===== src/rtl/inst_compress_queue.sv =====
// inst_compress_queue: two-in/two-out compressing instruction queue between fetch and decode.
// Ports:
//   clk, rst_n              - clock and asynchronous active-low reset
//   flush_i                 - synchronous flush, wins over any read or write
//   write_valid_i/_ready_o  - write handshake; ready needs two free entries
//   write_num_i             - lanes to enqueue (0..2), lane 0 older
//   write_data_i            - two write lanes
//   read_valid_o            - bit i set when entry head+i is valid
//   read_ready_i/read_num_i - dequeue 0..2 entries, clamped to occupancy
//   read_data_o             - entries at head and head+1
module inst_compress_queue #(
  parameter int DATA_WIDTH = 64,
  parameter int DEPTH      = 8
) (
  input  logic                       clk,
  input  logic                       rst_n,
  input  logic                       flush_i,
  input  logic                       write_valid_i,
  output logic                       write_ready_o,
  input  logic [1:0]                 write_num_i,
  input  logic [1:0][DATA_WIDTH-1:0] write_data_i,
  output logic [1:0]                 read_valid_o,
  input  logic                       read_ready_i,
  input  logic [1:0]                 read_num_i,
  output logic [1:0][DATA_WIDTH-1:0] read_data_o
);
  localparam int AW = $clog2(DEPTH);
  localparam logic [AW:0] DEPTH_C = DEPTH[AW:0];
  localparam logic [AW:0] TWO_C = (AW+1)'(2);
  logic [DATA_WIDTH-1:0] mem_q [DEPTH];
  logic [AW-1:0] rd_ptr_q, rd_ptr_d, wr_ptr_q, wr_ptr_d, rd_ptr1, wr_ptr1;
  logic [AW:0] count_q, count_d, rd_req;
  logic [1:0] wr_n, rd_n;
  assign write_ready_o = (DEPTH_C - count_q) >= TWO_C;
  assign read_valid_o = {count_q >= TWO_C, count_q != '0};
  assign rd_ptr1 = rd_ptr_q + AW'(1);
  assign wr_ptr1 = wr_ptr_q + AW'(1);
  assign read_data_o[0] = mem_q[rd_ptr_q];
  assign read_data_o[1] = mem_q[rd_ptr1];
  // write_num_i==3 is illegal and treated as no write
  assign wr_n = (write_valid_i && write_ready_o && write_num_i != 2'd3) ? write_num_i : 2'd0;
  // read_num_i==3 behaves as 2, then clamp to occupancy (count < 2 here so low bits suffice)
  assign rd_req = (AW+1)'((read_num_i == 2'd3) ? 2'd2 : read_num_i);
  assign rd_n = !read_ready_i ? 2'd0 : (rd_req > count_q) ? count_q[1:0] : rd_req[1:0];
  always_comb begin
    rd_ptr_d = flush_i ? '0 : rd_ptr_q + AW'(rd_n);
    wr_ptr_d = flush_i ? '0 : wr_ptr_q + AW'(wr_n);
    count_d  = flush_i ? '0 : count_q + (AW+1)'(wr_n) - (AW+1)'(rd_n);
  end
  always_ff @(posedge clk or negedge rst_n) begin
    if (!rst_n) begin
      rd_ptr_q <= '0;
      wr_ptr_q <= '0;
      count_q  <= '0;
    end else begin
      rd_ptr_q <= rd_ptr_d;
      wr_ptr_q <= wr_ptr_d;
      count_q  <= count_d;
    end
  end
  // storage is intentionally not reset
  always_ff @(posedge clk) begin
    if (!flush_i && wr_n != 2'd0) mem_q[wr_ptr_q] <= write_data_i[0];
    if (!flush_i && wr_n == 2'd2) mem_q[wr_ptr1] <= write_data_i[1];
  end
  always @(posedge clk) begin
    if (rst_n) begin
      assert (count_q <= DEPTH_C) else $error("queue count overflow");
      assert (!write_valid_i || write_num_i != 2'd3) else $error("write_num_i of 3");
      assert (!read_ready_i || 32'(read_num_i) <= $countones(read_valid_o))
        else $warning("read request exceeds valid entries, clamped");
    end
  end
endmodule


===== config.mk =====
export PLATFORM = sky130hd
export DESIGN_NAME = inst_compress_queue
export DESIGN_NICKNAME = d
export VERILOG_FILES = /design/src/rtl/inst_compress_queue.sv
export SDC_FILE = /design/constraint.sdc
export NUM_CORES = 1
export LEC_CHECK = 0
export CAP_MARGIN = 20
export CORE_MARGIN = 4
export CORE_UTILIZATION = 54
export CTS_BUF_LIST = sky130_fd_sc_hd__clkbuf_16
export DETAILED_ROUTE_END_ITERATION = 12
export GPL_TIMING_DRIVEN = 0
export PLACE_DENSITY = 0.76
export SLEW_MARGIN = 5
export SYNTH_ARGS = -nofsm -noshare
export SYNTH_HDL_FRONTEND = slang
export SYNTH_SLANG_ARGS = --single-unit

===== constraint.sdc =====
create_clock -name clk -period 9.45 [get_ports clk]
set_input_delay 1.89 -clock clk [delete_from_list [all_inputs] [get_ports clk]]
set_output_delay 1.89 -clock clk [all_outputs]
set_load 0.02 [all_outputs]

==> run_1/ff_map.png <==
Bar = 50 um. Other sequential cells in the stronger gray, the rest of the logic in the fainter gray.
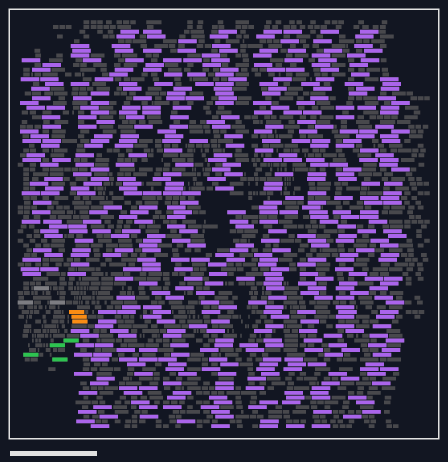
Key: green = `count_q` [placed flops 4, where south-west]; orange = `rd_ptr_q` [placed flops 3]; purple = `mem_q` [placed flops 512, where all over the die]
Another 3 sequential cells are not colored.

==> run_1/port_trees.png <==
Bar = 50 um.
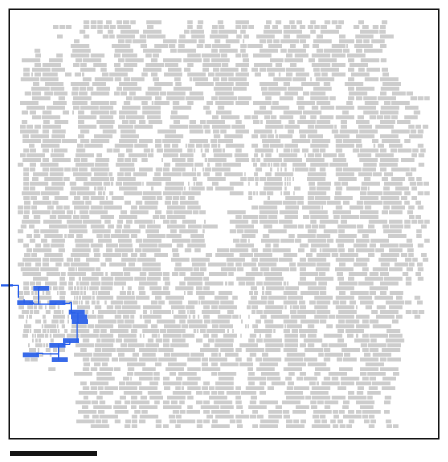
Key: blue = `rst_n` [bits 1, direction input, edge west, end cells 10, buffers 1, wire 101 um]

==> run summary, run 1 <==
EDFF count, synth: 512
Comb pwr share: 38.7%
Final setup viols: 0
# DRC: 0
Dominant flop cell: edfxtp_1
Worst Clk Skew: 10.1 ps
clk ins delay skew pair: 610 ps
met2 Use GR: 47.9%
switching share of power: 31.9%
Logic cell area: 14000 um2
Post-CTS Setup Inserts: 0
Highest Clock Rate: 0.159 GHz
post-layout min period: 6280 ps
Worst EP arrival: 4390 ps
Seq pwr share: 34.2%
clock power share: 27.1%
mean post-synth cell area: 18.3 um2
Design Area, Final: 36400 um2
combinational share of cell area: 38.6%
Top cells by area: edfxtp_1 (51%), mux2_2 (20%), mux4_2 (19%)
hold_sp: wr_ptr_q[2]
status: finished clean
R2R setup slack: 6020 ps
n_diodes: 13
Synth Instances: 1656
CP endpoint: read_data_o[47]
FF-to-FF End: mem_q[6][24]
Leading power group: combinational cells
WL final: 87.4 mm
GR peak layer: met2
most frequent CP cell: clkbuf_1
clk sink count: 522
grt met3 use: 6.96%
CP required: 7560 ps
worst setup path start: rd_ptr_q[0]
PwrDens: 215 nW/um2
==> run_1/layers.png <==
Two of the layers only.
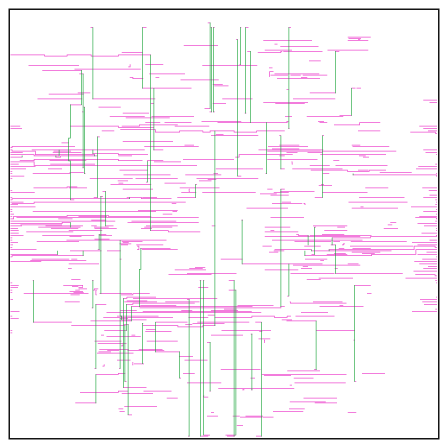
Key: green = M4 [wire length 2370 um]; magenta = M3 [wire length 7980 um]
wire per inst: 31.0 um
routed via count: 18500

[run 1: state kept, by name, indices dropped and copies added (netlist names)]
name and flops:
mem_q 512, count_q 4, rd_ptr_q 3, wr_ptr_q 3
[run 1: cells in the final DEF, fill, tap and decap left out, types with 19 or more instances in the layout]
master	instances
inv_1	26
mux2_1	58
edfxtp_1	512
clkbuf_16	59
mux4_2	256
mux2_4	33
buf_6	19
clkdlybuf4s50_1	266
buf_2	29
mux2_2	549
clkbuf_1	45
buf_4	24
[run 1: worst max-delay path, delay by kind of cell, from the launching register on]
| family | cells | cell delay (ps) |
|---|---|---|
| buffers and inverters | 5 | 2650 |
| DFF | 1 | 450 |
| muxes | 2 | 680 |
--- run 2 (diff from run 1) ---
==> constraint.sdc (replaced) <==
create_clock -name clk -period 6.3 [get_ports clk]
set_input_delay 1.26 -clock clk [delete_from_list [all_inputs] [get_ports clk]]
set_output_delay 1.26 -clock clk [all_outputs]
set_load 0.02 [all_outputs]
==> run_2/m1.png <==
Bar = 50 um. Supply wires on this layer in gray. Cells faint in the background.
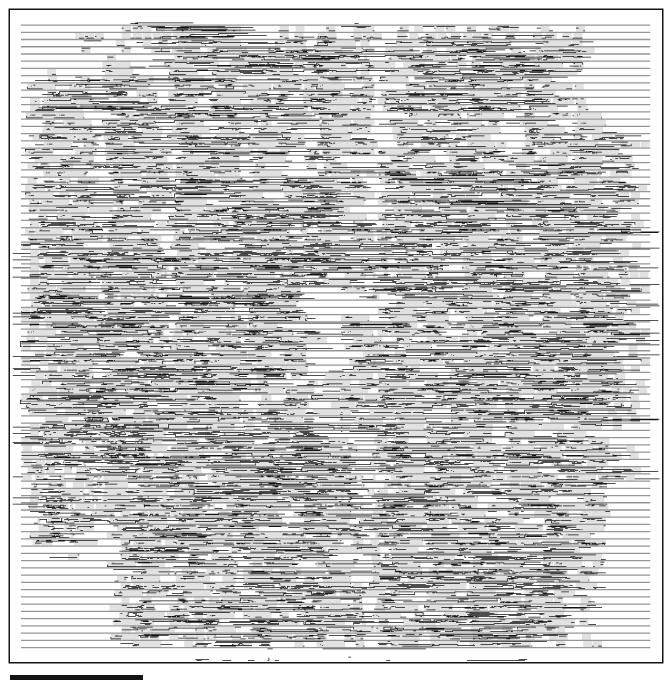
The layer holds 38% of the routed length. The layer carries 33.3 mm of wire. The wires run mostly horizontal. The longest straight run is 49.2 um. 2051 nets have wire on it.

==> run_2/ff_map.png <==
Bar = 50 um. Other sequential cells in the stronger gray, the rest of the logic in the fainter gray.
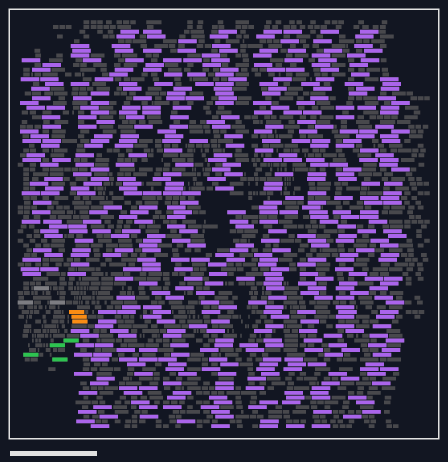
Key: green = `count_q` [placed flops 4, where south-west]; orange = `rd_ptr_q` [placed flops 3]; purple = `mem_q` [placed flops 512, where all over the die]
Another 3 sequential cells are not colored.
flop share of the area: 42.9%
P_seq: 4.02 mW
Flop area: 15600 um2
Core Util, Final: 65.9%

==> run_2/congestion_map.png <==
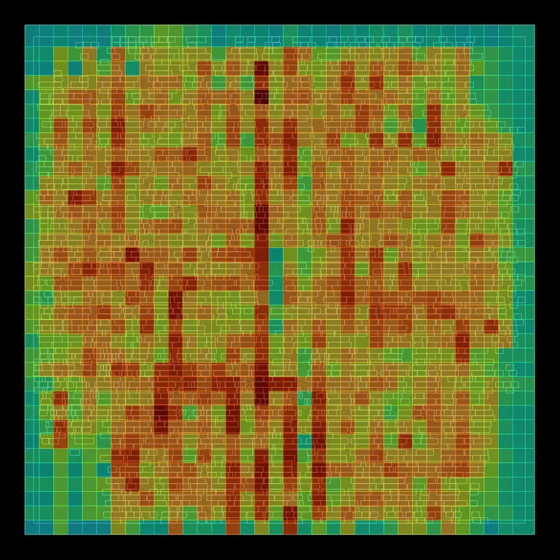
grt met3 use: 6.96%
met2 Use GR: 47.9%
total track usage: 28.8%
GR peak layer: met2
met1 Use GR: 38.3%

==> run 2 against run 1 <==
Against the previous run: sequential power increased by about 50%; combinational power up about 50%; clock power grew about 50%; largest cell class unchanged.
==> run summary, run 2 <==
status: finished clean (unchanged)
Worst Clk Skew: 10.1 ps (unchanged)
Top cell excl fill/tap: mux2_2 (unchanged)
Synth Instances: 1656 (unchanged)
Comb pwr share: 38.7% (about the same)
delay-heaviest family, CP: buffers and inverters (unchanged)
WL final: 87.4 mm (unchanged)
switching share of power: 31.9% (about the same)
WP depth: 7 (unchanged)
FF-to-FF End: mem_q[6][24] (unchanged)
Seq pwr share: 34.2% (about the same)
Dominant flop cell: edfxtp_1 (unchanged)
number of flip-flops under the largest register name: 512 (unchanged)
R2R setup slack: 2870 ps (was 6020 ps)
most frequent CP cell: clkbuf_1 (unchanged)
clk ins delay skew pair: 610 ps (about the same)
mean post-synth cell area: 18.3 um2 (unchanged)
Post-CTS Setup Inserts: 0 (unchanged)
Worst EP arrival: 4390 ps (about the same)
most frequent cells in the layout: mux2_2 (549), edfxtp_1 (512), clkdlybuf4s50_1 (266) (unchanged)
post-layout min period: 5650 ps
Top cells by area: edfxtp_1 (51%), mux2_2 (20%), mux4_2 (19%) (unchanged)
hold_sp: wr_ptr_q[2] (unchanged)
clock power share: 27.1% (about the same)
EDFF count, synth: 512 (unchanged)
Final setup viols: 0 (unchanged)
==> run 2: cell counts in the layout (fill, tap and decap cells not counted) <==
Identical to the previous run, type by type.
==> run 2: layout make-up <==
cell class              count  area share [%]
clock inverters            42           0.752
inverters                  14           0.158
flip-flops and latches    522            42.9
multi-input cells         997            38.6
well taps                 748            2.57
diodes                     13          0.0893
clock buffers              59            4.05
plain buffers             123            1.88
repair buffers            299            9.07
==> run 2: worst max path at each step <==
stage	start	end	slack, ps
2_1_floorplan	write_valid_i	mem_q[1][0]	100
3_3_place_gp	write_num_i[0]	mem_q[1][31]	-4320
3_5_place_dp	rd_ptr_q[0]	read_data_o[47]	1300
4_1_cts	rd_ptr_q[0]	read_data_o[47]	620
5_1_grt	rd_ptr_q[0]	read_data_o[47]	490
6_report	rd_ptr_q[0]	read_data_o[47]	650
Power and IR drop assume default switching activity.
